===== src/rtl/idss_load_sequencer_if.sv =====
// Stream, shift-structure and window signals of the IDSS load sequencer.
//   in_valid/in_ready/row_x_in      : upstream column beat stream
//   row_x_out/le_select_out/shift_out: drive to the 4-unit shift structure
//   win_valid_out/win_ready_in       : window handshake with the PE array
// slave  = sequencer side, master = environment side.
interface idss_load_sequencer_if #(
    parameter int IO_DATA_WIDTH = 16
);
    logic                     in_valid;
    logic                     in_ready;
    logic [IO_DATA_WIDTH-1:0] row_1_in;
    logic [IO_DATA_WIDTH-1:0] row_2_in;
    logic [IO_DATA_WIDTH-1:0] row_3_in;
    logic [IO_DATA_WIDTH-1:0] row_1_out;
    logic [IO_DATA_WIDTH-1:0] row_2_out;
    logic [IO_DATA_WIDTH-1:0] row_3_out;
    logic [2:0]               le_select_out;
    logic                     shift_out;
    logic                     win_valid_out;
    logic                     win_ready_in;

    modport slave (
        input  in_valid, row_1_in, row_2_in, row_3_in, win_ready_in,
        output in_ready, row_1_out, row_2_out, row_3_out,
               le_select_out, shift_out, win_valid_out
    );

    modport master (
        output in_valid, row_1_in, row_2_in, row_3_in, win_ready_in,
        input  in_ready, row_1_out, row_2_out, row_3_out,
               le_select_out, shift_out, win_valid_out
    );
endinterface


===== src/rtl/idss_load_sequencer.sv =====
// Load sequencer for the 4-unit input-data shift structure.
// Accepts 3-row column beats, fills units 1..NB_UNITS with COLS_PER_UNIT
// columns each, then presents a window to the PE array; repeats for
// nb_tiles_in tiles per start.
// Ports:
//   clk, rst_in   : clock, synchronous active-high reset
//   start_in      : start pulse (IDLE only), nb_tiles_in latched with it
//   busy_out      : high outside IDLE
//   done_out      : 1-cycle pulse after the last window is consumed
//   bus           : stream / shift-structure / window signals (slave side)
module idss_load_sequencer #(
    parameter int IO_DATA_WIDTH  = 16,
    parameter int NB_UNITS       = 4,
    parameter int COLS_PER_UNIT  = 3,
    parameter int TILE_CNT_WIDTH = 16
) (
    input  logic                      clk,
    input  logic                      rst_in,
    input  logic                      start_in,
    input  logic [TILE_CNT_WIDTH-1:0] nb_tiles_in,
    output logic                      busy_out,
    output logic                      done_out,
    idss_load_sequencer_if.slave      bus
);
    localparam int CW = (COLS_PER_UNIT > 1) ? $clog2(COLS_PER_UNIT) : 1;
    localparam int UW = (NB_UNITS > 1) ? $clog2(NB_UNITS) : 1;

    typedef enum logic [1:0] {IDLE, LOAD, SETTLE, WAIT_WIN} state_t;

    state_t                    state_q;
    logic [CW-1:0]             col_q;
    logic [UW-1:0]             unit_q;
    logic [TILE_CNT_WIDTH-1:0] tile_cnt_q;
    logic [TILE_CNT_WIDTH-1:0] nb_tiles_q;
    logic [IO_DATA_WIDTH-1:0]  row_1_q, row_2_q, row_3_q;
    logic [2:0]                le_sel_q;
    logic                      shift_q;
    logic                      win_valid_q;
    logic                      done_q;

    logic [TILE_CNT_WIDTH-1:0] tile_cnt_d;
    logic                      col_wrap, unit_wrap;

    assign tile_cnt_d = tile_cnt_q + TILE_CNT_WIDTH'(1);
    assign col_wrap   = (col_q == CW'(COLS_PER_UNIT - 1));
    assign unit_wrap  = (unit_q == UW'(NB_UNITS - 1));

    always_ff @(posedge clk) begin
        if (rst_in) begin
            state_q     <= IDLE;
            col_q       <= '0;
            unit_q      <= '0;
            tile_cnt_q  <= '0;
            nb_tiles_q  <= '0;
            row_1_q     <= '0;
            row_2_q     <= '0;
            row_3_q     <= '0;
            le_sel_q    <= '0;
            shift_q     <= 1'b0;
            win_valid_q <= 1'b0;
            done_q      <= 1'b0;
        end else begin
            // strobes default low; rows hold their last captured beat
            le_sel_q <= '0;
            shift_q  <= 1'b0;
            done_q   <= 1'b0;
            case (state_q)
                IDLE: begin
                    if (start_in) begin
                        nb_tiles_q <= nb_tiles_in;
                        tile_cnt_q <= '0;
                        if (nb_tiles_in == '0) done_q  <= 1'b1;
                        else                   state_q <= LOAD;
                    end
                end
                LOAD: begin
                    // in_ready is high throughout LOAD, so in_valid is a beat
                    if (bus.in_valid) begin
                        row_1_q  <= bus.row_1_in;
                        row_2_q  <= bus.row_2_in;
                        row_3_q  <= bus.row_3_in;
                        le_sel_q <= 3'(unit_q) + 3'd1;
                        shift_q  <= 1'b1;
                        if (col_wrap) begin
                            col_q <= '0;
                            if (unit_wrap) begin
                                unit_q  <= '0;
                                state_q <= SETTLE;
                            end else begin
                                unit_q <= unit_q + UW'(1);
                            end
                        end else begin
                            col_q <= col_q + CW'(1);
                        end
                    end
                end
                SETTLE: begin
                    // one cycle for the LE decode inside the shift structure
                    win_valid_q <= 1'b1;
                    state_q     <= WAIT_WIN;
                end
                WAIT_WIN: begin
                    if (bus.win_ready_in) begin
                        win_valid_q <= 1'b0;
                        tile_cnt_q  <= tile_cnt_d;
                        if (tile_cnt_d == nb_tiles_q) begin
                            done_q  <= 1'b1;
                            state_q <= IDLE;
                        end else begin
                            state_q <= LOAD;
                        end
                    end
                end
                default: state_q <= IDLE;
            endcase
        end
    end

    assign bus.in_ready      = (state_q == LOAD);
    assign bus.row_1_out     = row_1_q;
    assign bus.row_2_out     = row_2_q;
    assign bus.row_3_out     = row_3_q;
    assign bus.le_select_out = le_sel_q;
    assign bus.shift_out     = shift_q;
    assign bus.win_valid_out = win_valid_q;
    assign busy_out          = (state_q != IDLE);
    assign done_out          = done_q;
endmodule


===== src/flat_wrapper.sv =====
// flat-port wrapper written by rule: the top's interface ports become plain ports
module idss_load_sequencer_flat 
#(
    parameter int IO_DATA_WIDTH  = 16,
    parameter int NB_UNITS       = 4,
    parameter int COLS_PER_UNIT  = 3,
    parameter int TILE_CNT_WIDTH = 16
)
  (clk, rst_in, start_in, nb_tiles_in, busy_out, done_out, bus_in_valid, bus_row_1_in, bus_row_2_in, bus_row_3_in, bus_win_ready_in, bus_in_ready, bus_row_1_out, bus_row_2_out, bus_row_3_out, bus_le_select_out, bus_shift_out, bus_win_valid_out);
  idss_load_sequencer_if #(.IO_DATA_WIDTH(IO_DATA_WIDTH)) bus_i ();
  input  logic clk;
  input  logic rst_in;
  input  logic start_in;
  input  logic [TILE_CNT_WIDTH-1:0] nb_tiles_in;
  output logic busy_out;
  output logic done_out;
  input wire logic [$bits(bus_i.in_valid)-1:0] bus_in_valid;
  input wire logic [$bits(bus_i.row_1_in)-1:0] bus_row_1_in;
  input wire logic [$bits(bus_i.row_2_in)-1:0] bus_row_2_in;
  input wire logic [$bits(bus_i.row_3_in)-1:0] bus_row_3_in;
  input wire logic [$bits(bus_i.win_ready_in)-1:0] bus_win_ready_in;
  output wire logic [$bits(bus_i.in_ready)-1:0] bus_in_ready;
  output wire logic [$bits(bus_i.row_1_out)-1:0] bus_row_1_out;
  output wire logic [$bits(bus_i.row_2_out)-1:0] bus_row_2_out;
  output wire logic [$bits(bus_i.row_3_out)-1:0] bus_row_3_out;
  output wire logic [$bits(bus_i.le_select_out)-1:0] bus_le_select_out;
  output wire logic [$bits(bus_i.shift_out)-1:0] bus_shift_out;
  output wire logic [$bits(bus_i.win_valid_out)-1:0] bus_win_valid_out;
  assign bus_i.in_valid = bus_in_valid;
  assign bus_i.row_1_in = bus_row_1_in;
  assign bus_i.row_2_in = bus_row_2_in;
  assign bus_i.row_3_in = bus_row_3_in;
  assign bus_i.win_ready_in = bus_win_ready_in;
  assign bus_in_ready = bus_i.in_ready;
  assign bus_row_1_out = bus_i.row_1_out;
  assign bus_row_2_out = bus_i.row_2_out;
  assign bus_row_3_out = bus_i.row_3_out;
  assign bus_le_select_out = bus_i.le_select_out;
  assign bus_shift_out = bus_i.shift_out;
  assign bus_win_valid_out = bus_i.win_valid_out;
  idss_load_sequencer #(.IO_DATA_WIDTH(IO_DATA_WIDTH), .NB_UNITS(NB_UNITS), .COLS_PER_UNIT(COLS_PER_UNIT), .TILE_CNT_WIDTH(TILE_CNT_WIDTH)) u_core (.clk(clk), .rst_in(rst_in), .start_in(start_in), .nb_tiles_in(nb_tiles_in), .busy_out(busy_out), .done_out(done_out), .bus(bus_i));
endmodule

===== config.mk =====
export PLATFORM = sky130hd
export DESIGN_NAME = idss_load_sequencer_flat
export DESIGN_NICKNAME = d
export VERILOG_FILES = /design/src/rtl/idss_load_sequencer_if.sv /design/src/rtl/idss_load_sequencer.sv /design/src/flat_wrapper.sv
export SDC_FILE = /design/constraint.sdc
export NUM_CORES = 1
export LEC_CHECK = 0
export CELL_PAD_IN_SITES_DETAIL_PLACEMENT = 1
export CELL_PAD_IN_SITES_GLOBAL_PLACEMENT = 1
export CORE_UTILIZATION = 33
export CTS_CLUSTER_DIAMETER = 120
export DETAILED_ROUTE_END_ITERATION = 16
export GPL_TIMING_DRIVEN = 1
export HOLD_SLACK_MARGIN = 0.03
export PLACE_DENSITY = 0.82
export SYNTH_ARGS = -nofsm -noshare
export SYNTH_HDL_FRONTEND = slang
export SYNTH_SLANG_ARGS = --single-unit

===== constraint.sdc =====
create_clock -name clk -period 2.65 [get_ports clk]
set_clock_uncertainty 0.15 [all_clocks]
set_input_delay 0.265 -clock clk [delete_from_list [all_inputs] [get_ports clk]]
set_output_delay 0.265 -clock clk [all_outputs]
set_load 0.05 [all_outputs]

==> images/m1.png <==
Scale: 3 px per um. Cells faint in the background.
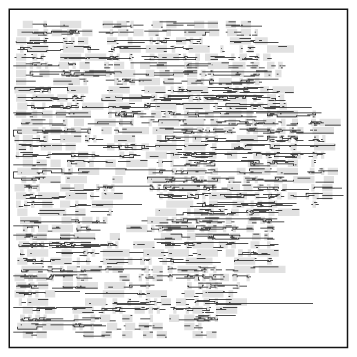
share of all routed wire: 40%
longest straight run: 35.9 um
nets with wire on the layer: 619
wire length on this layer: 5000 um
GR Layer Usage met1: 22.02%
Vias: 3972
final WL: 12.63 mm

==> images/m2.png <==
Scale: 4 px per um.
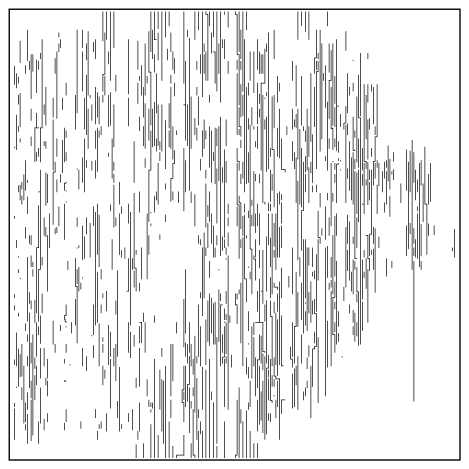
longest straight run: 56.6 um
wire length on this layer: 6350 um
nets with wire on the layer: 617
M2 GR Usage: 36.94%

==> flow_metrics.py <==
# Generated from Yosys and OpenROAD reports
metrics = {
    "run_status": {
        "status": "complete, no violations",
    },
    "final_timing": {
        "fmax_mhz": 411.1,
        "fin_crit_ns": 2.433,
        "finalSetupTns_ns": 0,
        "rsz0062_at_grt": "no",
        "finalSetupViolations": 0,
    },
    "finish": {
        "antenna_cells": 0,
        "lay_top_cells": "148 x nand2_1, 122 x clkdlybuf4s50_1, 92 x dfxtp_1",
        "regArea_mm2": 0.001842,
        "fin_area_mm2": 0.005655,
        "lay_top_count": "nand2_1",
        "nFillCells": 1405,
        "area_growth_pct": 40.90,
    },
    "detailed_routing": {
        "drtAntennaViolNets": 0,
        "first_pass_iters": 4,
        "drc_errors": 0,
        "drt_iter0_markers": 98,
        "routed_via_density": 5.138,
    },
    "worst_hold_path": {
        "hold_path.class": "in2reg",
    },
    "power_and_ir_drop": {
        "internal_power_w": 0.002760,
        "clockPowerShare_pct": 26.0,
        "powerDensity_mw_per_mm2": 793.8,
        "switching_share_pct": 38.52,
        "combPwrFrac_pct": 37.1,
        "seqPwrFrac_pct": 36.9,
        "power_switching_w": 0.001729,
    },
    "clocking": {
        "root_buffer": "clkbuf_16",
        "htreeDepth": 3,
        "cts_setup_buffers": 0,
        "cts_tree": "built",
        "postCtsHoldBufs": 0,
        "clk_pin_slew_worst_paths_ns": 0.06,
        "clock.latency.late_pin_ns": 0.35,
        "cts_num_sinks": 92,
    },
    "die": {
        "rows": 39,
        "dieWidth_um": 112.3,
        "die_h_um": 112.3,
        "ioPinCount": 125,
    },
    "synth": {
        "ys_types": 51,
        "avgSynthCellArea_um2": 7.779,
        "synthesis.instances": 516,
        "netlist_area_mm2": 0.004014,
        "synthArstFlopShare_pct": 0,
        "ys_cells": 516,
        "postSynthSeqShare_pct": 45.89,
        "synth_chip_area_mm2": 0.004014,
        "synth_warnings": 0,
    },
    "global_routing": {
        "grt_pass1_wl_mm": 20.65,
        "first_global_vias": 4313,
        "grt_usage_pct": 21.06,
    },
    "worst_setup_path": {
        "crit_path_end_kind": "flop",
        "max_stage_delay_ns": 0.43,
        "crit_end": "u_core.state_q[0]",
        "r2r-start": "u_core.tile_cnt_q[0]",
        "crit_fanout": 7,
        "worstPathCellList": "ha_1, nand3_2, buf_4, nor4_2, xnor2_1, nor4_2, and3_2, o41ai_2",
        "worstPathRequired_ns": 2.73,
        "crit_buf_inv": 1,
        "crit_type": "reg2reg",
        "critPathMostFrequentCell": "nor4_2",
        "r2r_cells": 8,
        "cpLargestDelayFamily": "simple AND/OR/NAND/NOR gates",
        "crit_start": "u_core.tile_cnt_q[0]",
        "r2r_setup_slack_ns": 0.22,
    },
    "place": {
        "gp_congestion": 0.8567,
        "placed_area_mm2": 0.005390,
        "place_hpwl_mm": 9.171,
        "dp_worst_setup_slack_ns": 0.1402,
    },
    "flow_run": {
        "maxCapViolCount": 0,
    },
}
==> images/m3.png <==
Scale: 2 px per um. Cells faint in the background.
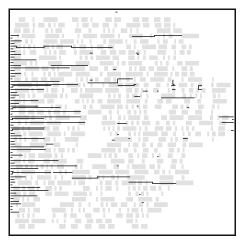
share of all routed wire: 7.1%
main direction: horizontal
longest straight run: 37.0 um
wire length on this layer: 894 um
nets with wire on the layer: 84
M3 GR Usage: 8.963%

state kept, by name, indices dropped and copies added (netlist names):
| register | cells |
|---|---|
| u_core.done_out | 1 |
| u_core.col_q | 2 |
| u_core.bus.le_select_out | 3 |
| u_core.bus.row_3_out | 16 |
| u_core.state_q | 2 |
| u_core.bus.row_2_out | 16 |
| u_core.bus.win_valid_out | 1 |
| u_core.unit_q | 2 |
| u_core.tile_cnt_q | 16 |
| u_core.bus.shift_out | 1 |
| u_core.nb_tiles_q | 16 |
| u_core.bus.row_1_out | 16 |
kinds of logic after synthesis:
kind of cell             count (synthesis)  synth area share, %
AND-OR/OR-AND                          116                15.87
AND/OR/NAND/NOR                        236                26.68
flip-flops                              92                45.89
buffers and inverters                   41                4.115
adder cells (fa/ha/maj)                  6                1.870
multiplexers                             3               0.7793
XOR/XNOR                                22                4.800
worst min-delay path by stage:
| stage | startpoint | end | depth (start not counted) |
|---|---|---|---|
| final | rst_in | u_core.bus.row_1_out[10] | 2 |
| after detailed placement | u_core.bus.row_3_out[10] | u_core.bus.row_3_out[10] | 2 |
| after CTS | rst_in | u_core.bus.row_1_out[13] | 2 |
| after global routing | rst_in | u_core.bus.row_1_out[12] | 2 |
| after global placement | u_core.bus.row_1_out[11] | u_core.bus.row_1_out[11] | 2 |
| after floorplan | nb_tiles_in[0] | u_core.nb_tiles_q[0] | 2 |
per-stage QoR:
stage | hold slack, ns | total power [W] | utilization, %
after floorplan | 0.2510 | 0.002737 | -
after global placement | 0.2914 | 0.003301 | 46.41
after detailed placement | 0.3001 | 0.003360 | 46.41
after CTS | 0.2218 | 0.004543 | 48.63
after global routing | 0.2543 | 0.004725 | 48.70
final | 0.2333 | 0.004489 | 48.70
Yosys cell counts (4+ instances only):
master,count,area [um^2]
ha_1,6,75.07
and2_1,4,25.02
nand3_1,6,30.03
a21oi_1,86,430.4
xor2_1,4,35.03
dfxtp_1,92,1842
nor3_1,11,55.05
nor4_1,7,43.79
clkbuf_1,28,105.1
xnor2_1,18,157.7
inv_1,8,30.03
o21ai_0,13,65.06
nor2_1,33,123.9
nand2_1,149,559.3
final cells by class:
class                      instances  share of cell area, %
multi-input combinational        383                  35.64
inverter                           8                 0.5310
timing repair buffer             133                  23.54
clock buffer                      10                  4.049
tap                              143                  3.164
clock inverter                     4                 0.5088
sequential                        92                  32.57
routing by layer:
layer / routed length (um) / track usage, %
met1: 5004 / 22.02
met2: 6350 / 36.94
met3: 894 / 8.963
met4: 385 / 9.156
met5: 0 / 0
worst register-to-register path, delay by kind of cell, from the launching register on:
family	cells	cell delay, ns
flip-flops	1	0.43
AND-OR/OR-AND	1	0.05
buffers and inverters	1	0.22
adder cells (fa/ha/maj)	1	0.32
XOR/XNOR	1	0.14
AND/OR/NAND/NOR	4	1.00
power groups by stage:
stage | sequential [W] | clock, W | combinational (W)
2_1_floorplan | 0.00202 | 0 | 0.000721
3_3_place_gp | 0.00168 | 0 | 0.00162
3_5_place_dp | 0.00169 | 0 | 0.00167
4_1_cts | 0.00166 | 0.00120 | 0.00168
5_1_grt | 0.00168 | 0.00125 | 0.00180
6_report | 0.00166 | 0.00117 | 0.00166
Power is estimated from default activity; no workload was simulated.
